==> src/rtl/rf_ctrl_pkg.sv <==
// rf_ctrl_pkg: shared sizes, FSM state type and requester ids for the
// register-file write-port control logic.
package rf_ctrl_pkg;

    localparam int RF_DATA_W   = 32;
    localparam int RF_ADDR_W   = 5;
    localparam int RF_NUM_REGS = 32;

    typedef enum logic {
        CLEAR = 1'b0,
        RUN   = 1'b1
    } state_e;

    // Requester ids double as bit positions in the grant vector and as pointer values.
    localparam logic REQ_ALU  = 1'b0;
    localparam logic REQ_LOAD = 1'b1;

endpackage

==> src/rtl/rr_arb2.sv <==
// rr_arb2: two-way round-robin grant logic. The pointer names the requester
// that wins a tie; after any grant it moves to the requester that lost.
module rr_arb2
    import rf_ctrl_pkg::*;
(
    input  logic       valid0_i,
    input  logic       valid1_i,
    input  logic       en_i,
    input  logic       ptr_i,
    output logic [1:0] grant_o,
    output logic       ptr_nxt_o
);

    always_comb begin
        // NOTE: every output gets a default first so no path leaves it unassigned (no latch).
        grant_o   = 2'b00;
        ptr_nxt_o = ptr_i;
        if (en_i) begin
            if (valid0_i && valid1_i) begin
                grant_o[ptr_i] = 1'b1;
                ptr_nxt_o      = ~ptr_i;
            end else if (valid0_i) begin
                grant_o[REQ_ALU] = 1'b1;
                ptr_nxt_o        = REQ_LOAD;
            end else if (valid1_i) begin
                grant_o[REQ_LOAD] = 1'b1;
                ptr_nxt_o         = REQ_ALU;
            end
        end
    end

endmodule

==> src/rtl/regfile_write_arbiter.sv <==
// regfile_write_arbiter: owns the register-file write port. Define RF_CLEAR_SEQ_EN
// to zero every register after reset before the two writeback requesters are served.
module regfile_write_arbiter
    import rf_ctrl_pkg::*;
#(
    parameter int DATA_W   = RF_DATA_W,
    parameter int ADDR_W   = RF_ADDR_W,
    parameter int NUM_REGS = RF_NUM_REGS
) (
    input  logic              clk,
    input  logic              reset,
    input  logic              req0_valid,
    input  logic [ADDR_W-1:0] req0_addr,
    input  logic [DATA_W-1:0] req0_data,
    output logic              req0_ready,
    input  logic              req1_valid,
    input  logic [ADDR_W-1:0] req1_addr,
    input  logic [DATA_W-1:0] req1_data,
    output logic              req1_ready,
    output logic              rf_wr_en,
    output logic [ADDR_W-1:0] rf_wr_reg,
    output logic [DATA_W-1:0] rf_wr_data,
    output logic              busy
);

    logic              in_clear;
    logic [ADDR_W-1:0] clear_reg;

`ifdef RF_CLEAR_SEQ_EN
    localparam int CNT_W = (NUM_REGS > 1) ? $clog2(NUM_REGS) : 1;
    localparam logic [CNT_W-1:0] CNT_LAST = CNT_W'(NUM_REGS - 1);

    state_e           state_q, state_d;
    logic [CNT_W-1:0] cnt_q, cnt_d;

    always_ff @(posedge clk or negedge reset) begin
        if (!reset) begin
            state_q <= CLEAR;
            cnt_q   <= '0;
        end else begin
            // NOTE: sequential state uses non-blocking assignments so all registers update together.
            state_q <= state_d;
            cnt_q   <= cnt_d;
        end
    end

    always_comb begin
        state_d = state_q;
        cnt_d   = cnt_q;
        if (state_q == CLEAR) begin
            if (cnt_q == CNT_LAST) begin
                state_d = RUN;
                cnt_d   = '0;
            end else begin
                cnt_d = cnt_q + 1'b1;
            end
        end
    end

    assign in_clear  = (state_q == CLEAR);
    assign clear_reg = ADDR_W'(cnt_q);
`else
    assign in_clear  = 1'b0;
    assign clear_reg = '0;
`endif

    logic       ptr_q, ptr_d;
    logic       arb_en;
    logic [1:0] grant;

    // Gating with reset keeps both readies low while reset is held, even in RUN.
    assign arb_en = reset && !in_clear;

    rr_arb2 u_arb (
        .valid0_i  (req0_valid),
        .valid1_i  (req1_valid),
        .en_i      (arb_en),
        .ptr_i     (ptr_q),
        .grant_o   (grant),
        .ptr_nxt_o (ptr_d)
    );

    assign req0_ready = grant[REQ_ALU];
    assign req1_ready = grant[REQ_LOAD];
    assign busy       = in_clear;

    logic              wr_en_q, wr_en_d;
    logic [ADDR_W-1:0] wr_reg_q, wr_reg_d;
    logic [DATA_W-1:0] wr_data_q, wr_data_d;

    always_comb begin
        wr_en_d   = 1'b0;
        wr_reg_d  = wr_reg_q;
        wr_data_d = wr_data_q;
        if (in_clear) begin
            wr_en_d   = 1'b1;
            wr_reg_d  = clear_reg;
            wr_data_d = '0;
        end else if (grant[REQ_ALU]) begin
            // x0 writes are accepted to keep the requester moving but never strobed.
            wr_en_d   = (req0_addr != '0);
            wr_reg_d  = req0_addr;
            wr_data_d = req0_data;
        end else if (grant[REQ_LOAD]) begin
            wr_en_d   = (req1_addr != '0);
            wr_reg_d  = req1_addr;
            wr_data_d = req1_data;
        end
    end

    always_ff @(posedge clk or negedge reset) begin
        if (!reset) begin
            ptr_q     <= REQ_ALU;
            wr_en_q   <= 1'b0;
            wr_reg_q  <= '0;
            wr_data_q <= '0;
        end else begin
            ptr_q     <= ptr_d;
            wr_en_q   <= wr_en_d;
            wr_reg_q  <= wr_reg_d;
            wr_data_q <= wr_data_d;
        end
    end

    assign rf_wr_en   = wr_en_q;
    assign rf_wr_reg  = wr_reg_q;
    assign rf_wr_data = wr_data_q;

endmodule

==> config.mk <==
export PLATFORM = sky130hd
export DESIGN_NAME = regfile_write_arbiter
export DESIGN_NICKNAME = d
export VERILOG_FILES = /design/src/rtl/rf_ctrl_pkg.sv /design/src/rtl/rr_arb2.sv /design/src/rtl/regfile_write_arbiter.sv
export SDC_FILE = /design/constraint.sdc
export NUM_CORES = 1
export LEC_CHECK = 0
export CAP_MARGIN = 20
export CORE_ASPECT_RATIO = 2
export CORE_MARGIN = 5
export CORE_UTILIZATION = 41
export CTS_CLUSTER_SIZE = 40
export DETAILED_ROUTE_END_ITERATION = 16
export PLACE_DENSITY = 0.92
export SETUP_SLACK_MARGIN = 0.15
export SLEW_MARGIN = 25
export SYNTH_ARGS = -nofsm -noshare
export SYNTH_HDL_FRONTEND = slang
export SYNTH_SLANG_ARGS = --single-unit
==> constraint.sdc <==
create_clock -name clk -period 3.65 [get_ports clk]
set_input_delay 0.73 -clock clk [delete_from_list [all_inputs] [get_ports clk]]
set_output_delay 0.73 -clock clk [all_outputs]
set_load 0.01 [all_outputs]
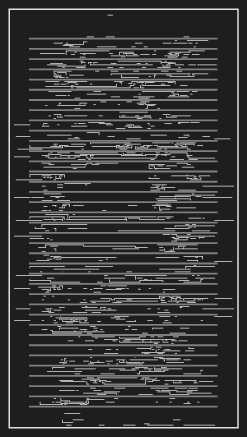
(M1 wires)
Supply wires on this layer in grey.
longest straight run: 23.0 um
nets with wire on the layer: 361
final WL: 6360 um
vias: 2,091
M1 GR Usage: 22.0%

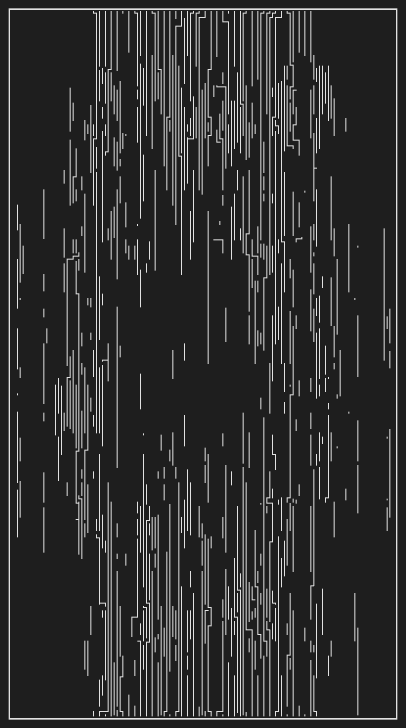
(met2 routing)
share of all routed wire: 57%
longest straight run: 40.8 um
grt met2 use: 35.5%

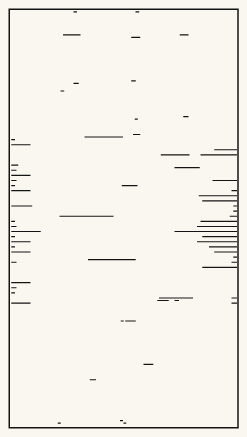
(met3 routing)
main direction: horizontal
nets with wire on the layer: 58
wire length on this layer: 273 um
share of all routed wire: 4.3%

==> changes_impl.md <==
## Flow update

- Largest logic family: simple AND/OR/NAND/NOR gates
- Late-Pin Clk Latency: 0.28 ns
- Final setup TNS: 0 ns
- Fin crit share: 76.7%
- WS Path Type: input port to output port
- Clk_skew: 0.00246 ns
- CTS tree: yes
- Final Power: 1.17 mW
- Seq/Total Area, Yosys: 46.7%
- Mapped Avg Cell Area: 9.17 um2
- RSZ-0062 raised after global routing: no
- Logic area: 960 um2
- XOR/XNOR Area Share: 0%
- Ao+oa area frac: 21.2%
- Die area: 6710 um2
- Maximum vdd ir drop: 292 uV
- Top-Level Pins: 119
- Cell accounting for the most synthesized area: dfrtp_1
- Detailed-routing iteration count for the pre-antenna-repair pass: 4
- Combinational power share: 33.2%
- Status: complete, no violations
- Synth Net Count: 306
- Post-synth top area share: 46.7%
- Port Buf Inserts: 117
- Gp weighted congestion: 0.771
- Max-cap viol count: 0
- Clock power share: 22.2%
- Post-synth top cells: nor2_1 (40), dfrtp_1 (39), a31oi_1 (37), or3b_1 (37), o21ai_0 (28)
- Net Switching: 325 uW
- GR Overflow Total: 0
- Commonest Layout Cell: clkdlybuf4s50_1
- Number of enable flip-flop cells: 0
- Ys flops: 39
- Top Layout Cells: clkdlybuf4s50_1 (116), nor2_1 (40), dfrtp_1 (39), or3b_1 (37), a31oi_1 (37)
- Number of post-CTS setup repair buffers: 0
- Share of cells above drive strength 1: 3.94%
- Pleak: 1.25 nW
- CTS Buf Count: 5
- Internal Power: 848 uW
- Initial DRC Count: 103
- Routed WL per cell: 16.4 um
- Filler cells: 395
- Synth warn: 0
- Worst EP required: 2.92 ns
- Part of the power in registers: 44.6%
- Nets: 409
- Cts repair resizes: 0
- HPWL after DPL: 4720 um
- CTS Sinks: 39
- WP data arrival: 2.07 ns
- Hold_buf cts: 0
- Hold Crit Class: flip-flop to flip-flop
- Yosys synthesis chip area: 2090 um2
- CP Launch Type: input port
- N_diodes: 0
- Area occupied by registers: 976 um2
- Crit path capture type: output port
- Synth mux share: 0%
- Setup Viol. Count Final: 0
- Synthesized cell area: 2090 um2
- Simple Share, Synth: 24.4%
- Minimum period implied by the final worst setup slack: 2.80 ns
- Fmax: 357 MHz
- # Cells Yosys: 228
- First-pass GRT wire length: 10,200 um
- Num rows: 36
- Sw Share: 27.7%
- Slew Limit Fails: 0
- Die Height: 111 um
- OpenROAD warning count: 26
- Clock Path Buffers: 2
- Via density: 5.40
- Fin. Hold Viols: 0
- FA/HA/MAJ Cells, Area Fraction: 0%
- GRT Total Usage: 19.8%
- Die width: 60.5 um
- Ys flop type: dfrtp_1
- H-tree levels: 2
- Syn-to-layout area delta: 57.5%
## power groups by stage
stage / clock, mW / combinational, mW / sequential (mW)
final: 0.260 / 0.389 / 0.524
after detailed placement: 0 / 0.394 / 0.532
after CTS: 0.271 / 0.395 / 0.524
after global routing: 0.284 / 0.423 / 0.531
after floorplan: 0 / 0.132 / 0.559
after global placement: 0 / 0.384 / 0.528
## metal layers
metal  part of all wire, %  track usage (%)  vias up
li1                      -                -     1035
met1                    35             22.0      958
met2                    57             35.5       79
met3                   4.3             2.10       19
met4                   3.9             8.97        0
met5                     0                0        -
## through the flow
step	hold slack [ns]	cells	area, um2	worst slack [ns]
floorplan	0.434	228	2090	1.68
global placement	0.523	381	3220	0.929
detailed placement	0.539	381	3220	0.860
CTS	0.554	387	3290	0.851
global route	0.566	387	3290	0.759
finish	0.550	387	3290	0.850
## critical path: stages
cell	delay [ns]
clkdlybuf4s50_1	0.50
nand2_1	0.07
a21oi_1	0.19
clkdlybuf4s50_1	0.58
## path summary, 6_finish.rpt
kind	end	start	slack, ns	cells after the start
max	req1_ready	req1_valid	0.85	4
min in group asynchronous	rf_wr_en	reset	0.59	2
min reg2reg	rf_wr_data[0]	rf_wr_data[0]	0.55	2
max in group asynchronous	rf_wr_reg[0]	reset	2.72	2
min	rf_wr_data[0]	rf_wr_data[0]	0.55	2
max reg2reg	rf_wr_data[1]	ptr_q	2.07	4
## area by class of cell
class | instances | share of cell area [%]
Clock buffer | 6 | 2.20
Inverter | 1 | 0.114
Multi-Input combinational cell | 163 | 29.2
Timing Repair Buffer | 121 | 36.7
Sequential cell | 39 | 29.6
Tap cell | 57 | 2.17
Power and IR drop assume default switching activity.
